Fig. 1: run 1, signal wires on met1
(4 px per um) Cells faint in the background.
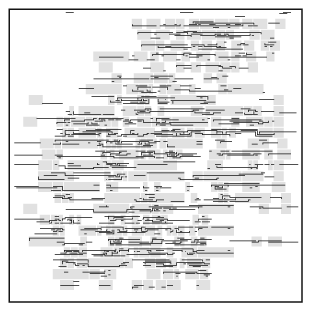
Fig. 2: run 1, M2 wires
(6 px per um)
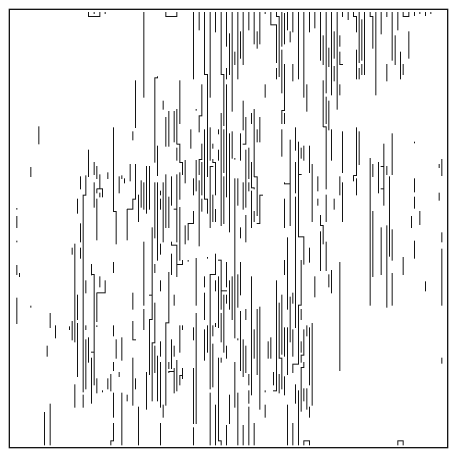
Fig. 3: run 1, the metal 3 layer
(4 px per um) Cells faint in the background.
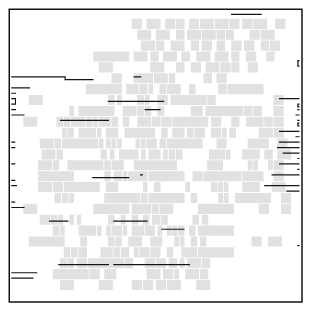
Fig. 4: run 1, routing congestion map
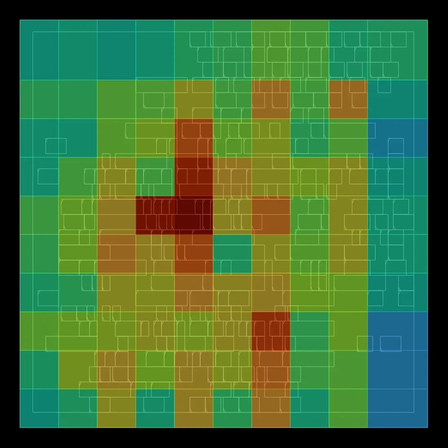
`src/rtl/bip_data_mem_controller_if.sv`:
```
// Request, write-beat, read-beat and memory-side signals of the burst
// data-memory controller, bundled for the controller and its requester.
//
// Handshake rules: a request transfers on a rising edge where i_req_valid
// and o_req_ready are both 1; a write beat transfers on a rising edge where
// i_wdata_valid and o_wdata_ready are both 1; a valid holder keeps its
// payload stable until the transfer; the read-beat stream has no ready and
// must be consumed in the cycle o_rdata_valid is 1.
interface bip_data_mem_controller_if #(
    parameter int NB_DATA          = 16,
    parameter int LOG2_N_DATA_ADDR = 10
);
    // request channel
    logic                        i_req_valid;
    logic                        o_req_ready;
    logic                        i_req_wr;
    logic [LOG2_N_DATA_ADDR-1:0] i_req_addr;
    logic [LOG2_N_DATA_ADDR-1:0] i_req_len;
    // write-beat stream
    logic                        i_wdata_valid;
    logic                        o_wdata_ready;
    logic [NB_DATA-1:0]          i_wdata;
    // read-beat stream
    logic                        o_rdata_valid;
    logic [NB_DATA-1:0]          o_rdata;
    logic                        o_rdata_last;
    // status
    logic                        o_busy;
    logic                        o_done;
    // data memory side
    logic [LOG2_N_DATA_ADDR-1:0] o_mem_addr;
    logic [NB_DATA-1:0]          o_mem_data;
    logic                        o_mem_wr;
    logic                        o_mem_rd;
    logic [NB_DATA-1:0]          i_mem_data;

    modport slave (
        input  i_req_valid, i_req_wr, i_req_addr, i_req_len,
        input  i_wdata_valid, i_wdata, i_mem_data,
        output o_req_ready, o_wdata_ready,
        output o_rdata_valid, o_rdata, o_rdata_last,
        output o_busy, o_done,
        output o_mem_addr, o_mem_data, o_mem_wr, o_mem_rd
    );

    modport master (
        output i_req_valid, i_req_wr, i_req_addr, i_req_len,
        output i_wdata_valid, i_wdata, i_mem_data,
        input  o_req_ready, o_wdata_ready,
        input  o_rdata_valid, o_rdata, o_rdata_last,
        input  o_busy, o_done,
        input  o_mem_addr, o_mem_data, o_mem_wr, o_mem_rd
    );
endinterface

```
`src/rtl/bip_data_mem_controller.sv`:
```
// Burst controller in front of a single-port data memory. A request carries
// start address and beat count minus one; write beats are streamed straight
// to the memory, read beats are issued back to back and the memory's
// one-cycle-late data is forwarded with a valid/last marker.
module bip_data_mem_controller #(
    parameter int NB_DATA          = 16,
    parameter int N_ADDR           = 1024,
    parameter int LOG2_N_DATA_ADDR = 10
) (
    input  logic                   i_clock,
    input  logic                   i_reset,
    bip_data_mem_controller_if.slave bus,
    output logic [1:0]             o_dbg_state
);

    typedef enum logic [1:0] {
        ST_IDLE  = 2'd0,
        ST_WRITE = 2'd1,
        ST_READ  = 2'd2,
        ST_DRAIN = 2'd3
    } state_t;

    localparam logic [LOG2_N_DATA_ADDR-1:0] LAST_ADDR = LOG2_N_DATA_ADDR'(N_ADDR - 1);

    state_t                        state_q, state_d;
    logic [LOG2_N_DATA_ADDR-1:0]   addr_q, addr_d;
    logic [LOG2_N_DATA_ADDR-1:0]   cnt_q, cnt_d;
    logic                          rd_pend_q;
    logic                          wr_done_q, wr_done_d;
    logic [LOG2_N_DATA_ADDR-1:0]   addr_inc;
    logic                          mem_wr;
    logic                          mem_rd;
    logic                          req_ready;
    logic                          wdata_ready;

    // Next address with explicit wrap so a non-power-of-two depth also wraps
    assign addr_inc = (addr_q == LAST_ADDR) ? '0 : addr_q + 1'b1;

    // State, burst address/count, read-pending and write-done registers
    always_ff @(posedge i_clock or negedge i_reset) begin
        if (!i_reset) begin
            state_q   <= ST_IDLE;
            addr_q    <= '0;
            cnt_q     <= '0;
            rd_pend_q <= 1'b0;
            wr_done_q <= 1'b0;
        end else begin
            state_q   <= state_d;
            addr_q    <= addr_d;
            cnt_q     <= cnt_d;
            rd_pend_q <= mem_rd;
            wr_done_q <= wr_done_d;
        end
    end

    // Next-state, address/count update and per-state strobes
    always_comb begin
        state_d     = state_q;
        addr_d      = addr_q;
        cnt_d       = cnt_q;
        wr_done_d   = 1'b0;
        mem_wr      = 1'b0;
        mem_rd      = 1'b0;
        req_ready   = 1'b0;
        wdata_ready = 1'b0;
        case (state_q)
            ST_IDLE: begin
                req_ready = 1'b1;
                if (bus.i_req_valid) begin
                    addr_d  = bus.i_req_addr;
                    cnt_d   = bus.i_req_len;
                    state_d = bus.i_req_wr ? ST_WRITE : ST_READ;
                end
            end
            ST_WRITE: begin
                wdata_ready = 1'b1;
                if (bus.i_wdata_valid) begin
                    mem_wr = 1'b1;
                    addr_d = addr_inc;
                    if (cnt_q == '0) begin
                        state_d   = ST_IDLE;
                        wr_done_d = 1'b1;
                    end else begin
                        cnt_d = cnt_q - 1'b1;
                    end
                end
            end
            ST_READ: begin
                mem_rd = 1'b1;
                addr_d = addr_inc;
                if (cnt_q == '0) begin
                    state_d = ST_DRAIN;
                end else begin
                    cnt_d = cnt_q - 1'b1;
                end
            end
            ST_DRAIN: begin
                // The final read beat is on the return path this cycle
                state_d = ST_IDLE;
            end
            default: begin
                state_d = ST_IDLE;
            end
        endcase
    end

    assign bus.o_req_ready   = req_ready;
    assign bus.o_wdata_ready = wdata_ready;
    assign bus.o_mem_wr      = mem_wr;
    assign bus.o_mem_rd      = mem_rd;
    assign bus.o_mem_addr    = addr_q;
    assign bus.o_mem_data    = (state_q == ST_WRITE) ? bus.i_wdata : '0;
    assign bus.o_rdata       = bus.i_mem_data;
    assign bus.o_rdata_valid = rd_pend_q;
    assign bus.o_rdata_last  = (state_q == ST_DRAIN);
    assign bus.o_done        = wr_done_q | (state_q == ST_DRAIN);
    assign bus.o_busy        = (state_q != ST_IDLE);
    assign o_dbg_state       = state_q;

endmodule

```
`src/flat_wrapper.sv`:
```
// flat-port wrapper written by rule: the top's interface ports become plain ports
module bip_data_mem_controller_flat 
#(
    parameter int NB_DATA          = 16,
    parameter int N_ADDR           = 1024,
    parameter int LOG2_N_DATA_ADDR = 10
)
  (i_clock, i_reset, o_dbg_state, bus_i_req_valid, bus_i_req_wr, bus_i_req_addr, bus_i_req_len, bus_i_wdata_valid, bus_i_wdata, bus_i_mem_data, bus_o_req_ready, bus_o_wdata_ready, bus_o_rdata_valid, bus_o_rdata, bus_o_rdata_last, bus_o_busy, bus_o_done, bus_o_mem_addr, bus_o_mem_data, bus_o_mem_wr, bus_o_mem_rd);
  bip_data_mem_controller_if #(.NB_DATA(NB_DATA), .LOG2_N_DATA_ADDR(LOG2_N_DATA_ADDR)) bus_i ();
  input  logic i_clock;
  input  logic i_reset;
  output logic [1:0] o_dbg_state;
  input wire logic [$bits(bus_i.i_req_valid)-1:0] bus_i_req_valid;
  input wire logic [$bits(bus_i.i_req_wr)-1:0] bus_i_req_wr;
  input wire logic [$bits(bus_i.i_req_addr)-1:0] bus_i_req_addr;
  input wire logic [$bits(bus_i.i_req_len)-1:0] bus_i_req_len;
  input wire logic [$bits(bus_i.i_wdata_valid)-1:0] bus_i_wdata_valid;
  input wire logic [$bits(bus_i.i_wdata)-1:0] bus_i_wdata;
  input wire logic [$bits(bus_i.i_mem_data)-1:0] bus_i_mem_data;
  output wire logic [$bits(bus_i.o_req_ready)-1:0] bus_o_req_ready;
  output wire logic [$bits(bus_i.o_wdata_ready)-1:0] bus_o_wdata_ready;
  output wire logic [$bits(bus_i.o_rdata_valid)-1:0] bus_o_rdata_valid;
  output wire logic [$bits(bus_i.o_rdata)-1:0] bus_o_rdata;
  output wire logic [$bits(bus_i.o_rdata_last)-1:0] bus_o_rdata_last;
  output wire logic [$bits(bus_i.o_busy)-1:0] bus_o_busy;
  output wire logic [$bits(bus_i.o_done)-1:0] bus_o_done;
  output wire logic [$bits(bus_i.o_mem_addr)-1:0] bus_o_mem_addr;
  output wire logic [$bits(bus_i.o_mem_data)-1:0] bus_o_mem_data;
  output wire logic [$bits(bus_i.o_mem_wr)-1:0] bus_o_mem_wr;
  output wire logic [$bits(bus_i.o_mem_rd)-1:0] bus_o_mem_rd;
  assign bus_i.i_req_valid = bus_i_req_valid;
  assign bus_i.i_req_wr = bus_i_req_wr;
  assign bus_i.i_req_addr = bus_i_req_addr;
  assign bus_i.i_req_len = bus_i_req_len;
  assign bus_i.i_wdata_valid = bus_i_wdata_valid;
  assign bus_i.i_wdata = bus_i_wdata;
  assign bus_i.i_mem_data = bus_i_mem_data;
  assign bus_o_req_ready = bus_i.o_req_ready;
  assign bus_o_wdata_ready = bus_i.o_wdata_ready;
  assign bus_o_rdata_valid = bus_i.o_rdata_valid;
  assign bus_o_rdata = bus_i.o_rdata;
  assign bus_o_rdata_last = bus_i.o_rdata_last;
  assign bus_o_busy = bus_i.o_busy;
  assign bus_o_done = bus_i.o_done;
  assign bus_o_mem_addr = bus_i.o_mem_addr;
  assign bus_o_mem_data = bus_i.o_mem_data;
  assign bus_o_mem_wr = bus_i.o_mem_wr;
  assign bus_o_mem_rd = bus_i.o_mem_rd;
  bip_data_mem_controller #(.NB_DATA(NB_DATA), .N_ADDR(N_ADDR), .LOG2_N_DATA_ADDR(LOG2_N_DATA_ADDR)) u_core (.i_clock(i_clock), .i_reset(i_reset), .bus(bus_i), .o_dbg_state(o_dbg_state));
endmodule
```
`config.mk`:
```
export PLATFORM = sky130hd
export DESIGN_NAME = bip_data_mem_controller_flat
export DESIGN_NICKNAME = d
export VERILOG_FILES = /design/src/rtl/bip_data_mem_controller_if.sv /design/src/rtl/bip_data_mem_controller.sv /design/src/flat_wrapper.sv
export SDC_FILE = /design/constraint.sdc
export NUM_CORES = 1
export LEC_CHECK = 0
export CORE_MARGIN = 2
export CORE_UTILIZATION = 37
export DETAILED_ROUTE_END_ITERATION = 16
export PLACE_DENSITY = 0.84
export SLEW_MARGIN = 20
export SYNTH_ARGS = -nofsm -noshare
export SYNTH_HDL_FRONTEND = slang
export SYNTH_SLANG_ARGS = --single-unit
```
`constraint.sdc`:
```
create_clock -name i_clock -period 2.7 [get_ports i_clock]
set_input_delay 0.27 -clock i_clock [delete_from_list [all_inputs] [get_ports i_clock]]
set_output_delay 0.27 -clock i_clock [all_outputs]
set_load 0.1 [all_outputs]
```
==> flow_summary.json, run 1 <==
{
  "yosysWarnings": 0,
  "mostFrequentLayoutCells": "buf_4 (41), clkdlybuf4s50_1 (40), o21ai_0 (25)",
  "area_delta_synth_final_pct": 40.0,
  "layoutNonFillerInstCount": 330,
  "tritoncts": "built",
  "flop_cell": "dfrtp_1",
  "max_clock_freq_mhz": 435,
  "grt_antenna_before_repair": 0,
  "required_ps": 2850,
  "arrival_ps": 2450,
  "gp_congestion": 0.821,
  "async_flop_share_pct": 100,
  "critical_path.max_stage_delay_ps": 510,
  "hold_viol_final": 0,
  "ys_seq_share_pct": 34.3,
  "initCoreUtil_pct": 37.9,
  "cts-resized-gates": 0,
  "grt_max_degree": 25,
  "ys_ff": 24,
  "tns_ps": 0,
  "syn-mean-instance-area_um2": 8.12,
  "firstDrtPassIters": 4,
  "coreArea_mm2": 0.00463,
  "relSlewSlack_pct": 58.8,
  "grt_first_pass_wirelength_um": 7320,
  "synth.top_cell.area_share_pct": 34.3,
  "fin_hold_ws_ps": 352,
  "critPathMaxFanout": 6,
  "drive_gt1_share_pct": 20.3,
  "yosys-top-cells-area": "dfrtp_1 (34%), o21ai_0 (7.1%), buf_4 (6.9%)",
  "period_needed_ps": 2300,
  "htreeDepth": 1,
  "synthCells": 216,
  "outcome": "finished clean",
  "worstSetupEndpointType": "flop",
  "r2r-start": "u_core.cnt_q[0]",
  "synthSimpleGateAreaFrac_pct": 24.3,
  "clockBufferDepth": 2,
  "top_cell": "o21ai_0",
  "r2r_slack_ps": 400,
  "final_layout_top_logic_cell": "buf_4",
  "grt_usage_pct": 17.2,
  "r2r-end": "u_core.o_dbg_state[1]",
  "final_nets": 341,
  "synthXorXnorAreaFrac_pct": 0,
  "viasPerCell": 5.24,
  "use_met2_pct": 28.7,
  "maxCapViolCount": 0,
  "setup_viol": 0,
  "critical_path.cell_chain": "inv_1, ha_1, or4b_4, nor4_4, nand2_1, a21o_1, mux2_1",
  "syn-cell-area_mm2": 0.00175,
  "fp.dieW_um": 72.8,
  "worst_slack_ps": 400,
  "clk_latency_ps": 270,
  "cts-buffers-inserted": 3,
  "met2_length_um": 2210,
  "die_y_um": 72.8,
  "crit_start": "u_core.cnt_q[0]",
  "drc": 0,
  "diodes": 0,
  "overflow": 0,
  "reg2reg_depth": 7,
  "yosysTopAreaCell": "dfrtp_1",
  "busiest_layer": "met2",
  "fillCellCount": 453,
  "ys_cells": 216,
  "slew_violations": 0,
  "fp_nets": 280,
  "io_pins": 109,
  "cp_slowest_cell": "or4b_4",
  "muxShareOfSynthArea_pct": 2.43,
  "topCombFamilyByArea": "simple AND/OR/NAND/NOR gates",
  "placed_area_mm2": 0.00238,
  "max_slew.worst_pin.slew_ps": 618,
  "die-area_mm2": 0.00530,
  "post-cts-setup-buffers": 0,
  "grt_pass1_vias": 1616,
  "fin_crit_sh_pct": 85.2,
  "num_rows": 25,
  "top_layer": "met4",
  "met3_usage_pct": 2.21,
  "io_buffers": 76,
  "preCtsSetupSlack_ps": 412,
  "startpoint_type": "flop",
  "hold_class": "in2async",
  "drt-initial-drc-count": 68,
  "yosys.area_share.adder_pct": 5.00,
  "synthAoiAreaFrac_pct": 22.5,
  "tool_warnings": 30,
  "skew_ps": 8.95,
  "post-place-cells": 326,
  "endpoint": "u_core.o_dbg_state[1]",
  "cts-hold-fix-buffers": 0,
  "wl_met1_um": 2010,
  "path_class": "reg2reg",
  "cts.reportedPaths.clkPinSlew_ps": 90,
  "netlist_top_cells_count": "o21ai_0 (25), dfrtp_1 (24), nand2_1 (19), and2_1 (17)",
  "root_buffer": "clkbuf_8",
  "edf_count": 0,
  "met3WireLength_um": 203,
  "rsz0062_at_grt": "false",
  "post-dp-hpwl_um": 3490,
  "ant_nets": 0
}
## Picture notes: Fig. 1
285 nets have wire on it. The longest straight run is 18.4 um.
Routed WL: 4480 um
M1 GR Usage: 22.8%
Vias: 1,729

## Picture notes: Fig. 2
281 nets have wire on it. The layer holds 49% of the routed length. The wires run mostly vertical. The longest straight run is 32.8 um. The layer carries 2,210 um of wire.

## Picture notes: Fig. 3
The wires run mostly horizontal. The longest straight run is 18.9 um. 38 nets have wire on it. The layer holds 4.5% of the routed length.

## Picture notes: Fig. 4
Final Util: 53.0%
wire per inst: 13.6 um

-- run 1: layout make-up --
class / count / area, um2 / share of cell area [%]
Clock buffer: 3 / 41.3 / 1.68
Clock inverter: 1 / 30.0 / 1.22
Inverter: 13 / 48.8 / 1.99
Multi-Input combinational cell: 154 / 955 / 38.9
Sequential cell: 24 / 603 / 24.6
Tap cell: 54 / 67.6 / 2.75
Timing Repair Buffer: 81 / 708 / 28.9
-- run 1: worst max-delay path, delay by kind of cell, from the launching register on --
family          cells  cell delay, ps
simple gates        3             940
flops               1             390
mux                 1             310
fa+ha+maj           1             230
compound gates      1             200
buf+inv             1             100
-- run 1: cell families after synthesis --
family	after synthesis
adder cells (fa/ha/maj)	7
multiplexers	4
AND/OR/NAND/NOR	78
buffers and inverters	38
AND-OR/OR-AND	65
flip-flops	24
==> run 1 -> run 2 <==
Settings changed: CORE_MARGIN 2 to default.
==> run 2 against run 1 <==
Effect of this change: critical endpoint unchanged; register-to-register slack got worse by 40 ps; worst hold slack improved by 3.8 ps; largest cell class unchanged; clock skew fell by 6.0 ps; count of clock-buffer cells in the layout did not move; the flow now finishes with violations (DRC); first-iteration DRC count rose by 140%; global-route usage rose by 1.7 points.
==> flow_summary.json, run 2 <==
{
  "required_ps": 2850,
  "met3WireLength_um": 317,
  "post-place-cells": 324,
  "maxCapViolCount": 0,
  "tns_ps": 0,
  "crit_start": "u_core.cnt_q[0]",
  "logic_area_um2": 955,
  "wl_met1_um": 2030,
  "netlist_top_cells_count": "o21ai_0 (25), dfrtp_1 (24), nand2_1 (19), and2_1 (17)",
  "layoutNonFillerInstCount": 328,
  "htreeDepth": 1,
  "grt_pass1_vias": 1672,
  "critPathMaxFanout": 6,
  "drt-initial-drc-count": 163,
  "endpoint": "u_core.o_dbg_state[1]",
  "mostFrequentLayoutCells": "buf_4 (41), clkdlybuf4s50_1 (40), o21ai_0 (25)",
  "tool_warnings": 32,
  "cts-resized-gates": 0,
  "edf_count": 0,
  "path_class": "reg2reg",
  "yosysWarnings": 0,
  "buffer_area_share_pct": 28.9,
  "setup_viol": 0,
  "drc": 2,
  "ys_seq_share_pct": 34.3,
  "max_clock_freq_mhz": 428,
  "syn-mean-instance-area_um2": 8.12,
  "synth.top_cell.area_share_pct": 34.3,
  "yosysTopAreaCell": "dfrtp_1",
  "seq_cell_count": 24,
  "worst_slack_ps": 363,
  "placed_area_mm2": 0.00238,
  "startpoint_type": "flop",
  "fp.dieW_um": 70.8,
  "busiest_layer": "met2",
  "cts.reportedPaths.clkPinSlew_ps": 90,
  "post-cts-setup-buffers": 0,
  "grt_antenna_before_repair": 0,
  "top_layer": "met4",
  "top_cell": "o21ai_0",
  "r2r-end": "u_core.o_dbg_state[1]",
  "final_layout_top_logic_cell": "buf_4",
  "period_needed_ps": 2340,
  "grt_first_pass_wirelength_um": 7720,
  "comb_share_pct": 38.9,
  "syn-cell-area_mm2": 0.00175,
  "firstDrtPassIters": 14,
  "reg2reg_depth": 7,
  "preCtsSetupSlack_ps": 377,
  "cts-buffers-inserted": 3,
  "grt_max_degree": 25,
  "ant_nets": 0,
  "rsz0062_at_grt": "false",
  "ys_cells": 216,
  "synthCells": 216,
  "overflow": 0,
  "num_rows": 24,
  "violations": "DRC",
  "outcome": "finished, violations left",
  "clockBufferDepth": 2,
  "area_delta_synth_final_pct": 39.8,
  "yosys-top-cells-area": "dfrtp_1 (34%), o21ai_0 (7.1%), buf_4 (6.9%)",
  "drive_gt1_share_pct": 20.3,
  "met2_length_um": 2300,
  "async_flop_share_pct": 100,
  "fin_hold_ws_ps": 356,
  "hold_class": "in2async",
  "initCoreUtil_pct": 39.4,
  "comb_cells": 154,
  "viasPerCell": 5.42,
  "die-area_mm2": 0.00502,
  "clk_latency_ps": 270,
  "gp_congestion": 0.844,
  "diodes": 0,
  "fillCellCount": 429,
  "coreArea_mm2": 0.00444,
  "wl_per_cell_um": 14.2,
  "io_pins": 109,
  "seq_share_pct": 24.6,
  "final_core_util_pct": 55.2,
  "hold_viol_final": 0,
  "use_met1_pct": 25.6,
  "io_buffers": 76,
  "relSlewSlack_pct": 56.3,
  "root_buffer": "clkbuf_8",
  "n_all_inverters": 13,
  "flop_area_um2": 603,
  "worstSetupEndpointType": "flop",
  "max_slew.worst_pin.slew_ps": 655,
  "arrival_ps": 2490,
  "die_y_um": 70.8,
  "clkbuf_count": 3,
  "r2r_slack_ps": 360,
  "clock_area_share_pct": 2.91,
  "post-dp-hpwl_um": 3480,
  "nWellTaps": 52,
  "tritoncts": "built",
  "flop_cell": "dfrtp_1",
  "slew_violations": 0,
  "final_nets": 341,
  "ys_ff": 24
}
[run 2: cell counts after synthesis]
No cell type changed its count.
[run 2: cell families (layout without fill, tap and decap cells)]
family | after synthesis | count (layout) | share of synthesized area, %
DFF | 24 | 24 | 34.3
adders and majority gates | 7 | 7 | 5.00
and+or+nand+nor | 78 | 78 | 24.3
muxes | 4 | 4 | 2.43
buffers and inverters | 38 | 98 | 11.6
AOI/OAI and AO/OA | 65 | 65 | 22.5
[run 2: critical path, stage by stage, from the launching register on]
cell and delay (ps):
dfrtp_1 400, inv_1 110, ha_1 220, or4b_4 510
nor4_4 370, nand2_1 90, a21o_1 210, mux2_1 320
Fig. 5: run 2, M2 wires
(6 px per um)
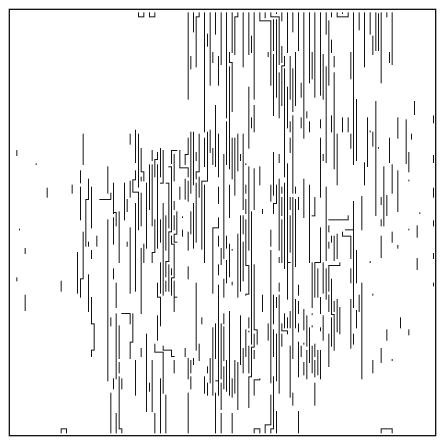
The longest straight run is 26.9 um. 273 nets have wire on it.

Fig. 6: run 2, the metal 3 layer
(4 px per um) Cells faint in the background.
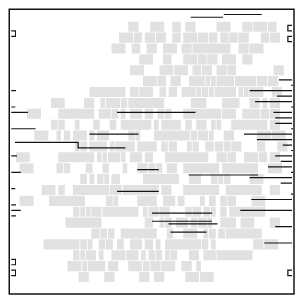
48 nets have wire on it. The layer holds 6.8% of the routed length. The longest straight run is 19.3 um.
met3 GRT Util: 3.99%
Vias: 1,777
Routed WL: 4660 um

Fig. 7: run 2, routing congestion map
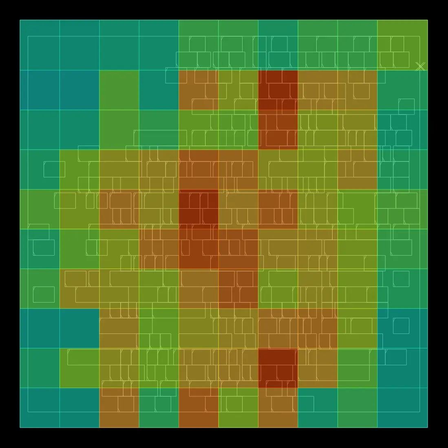
met2 Resource Use GR: 31.1%
gr usage total: 18.8%

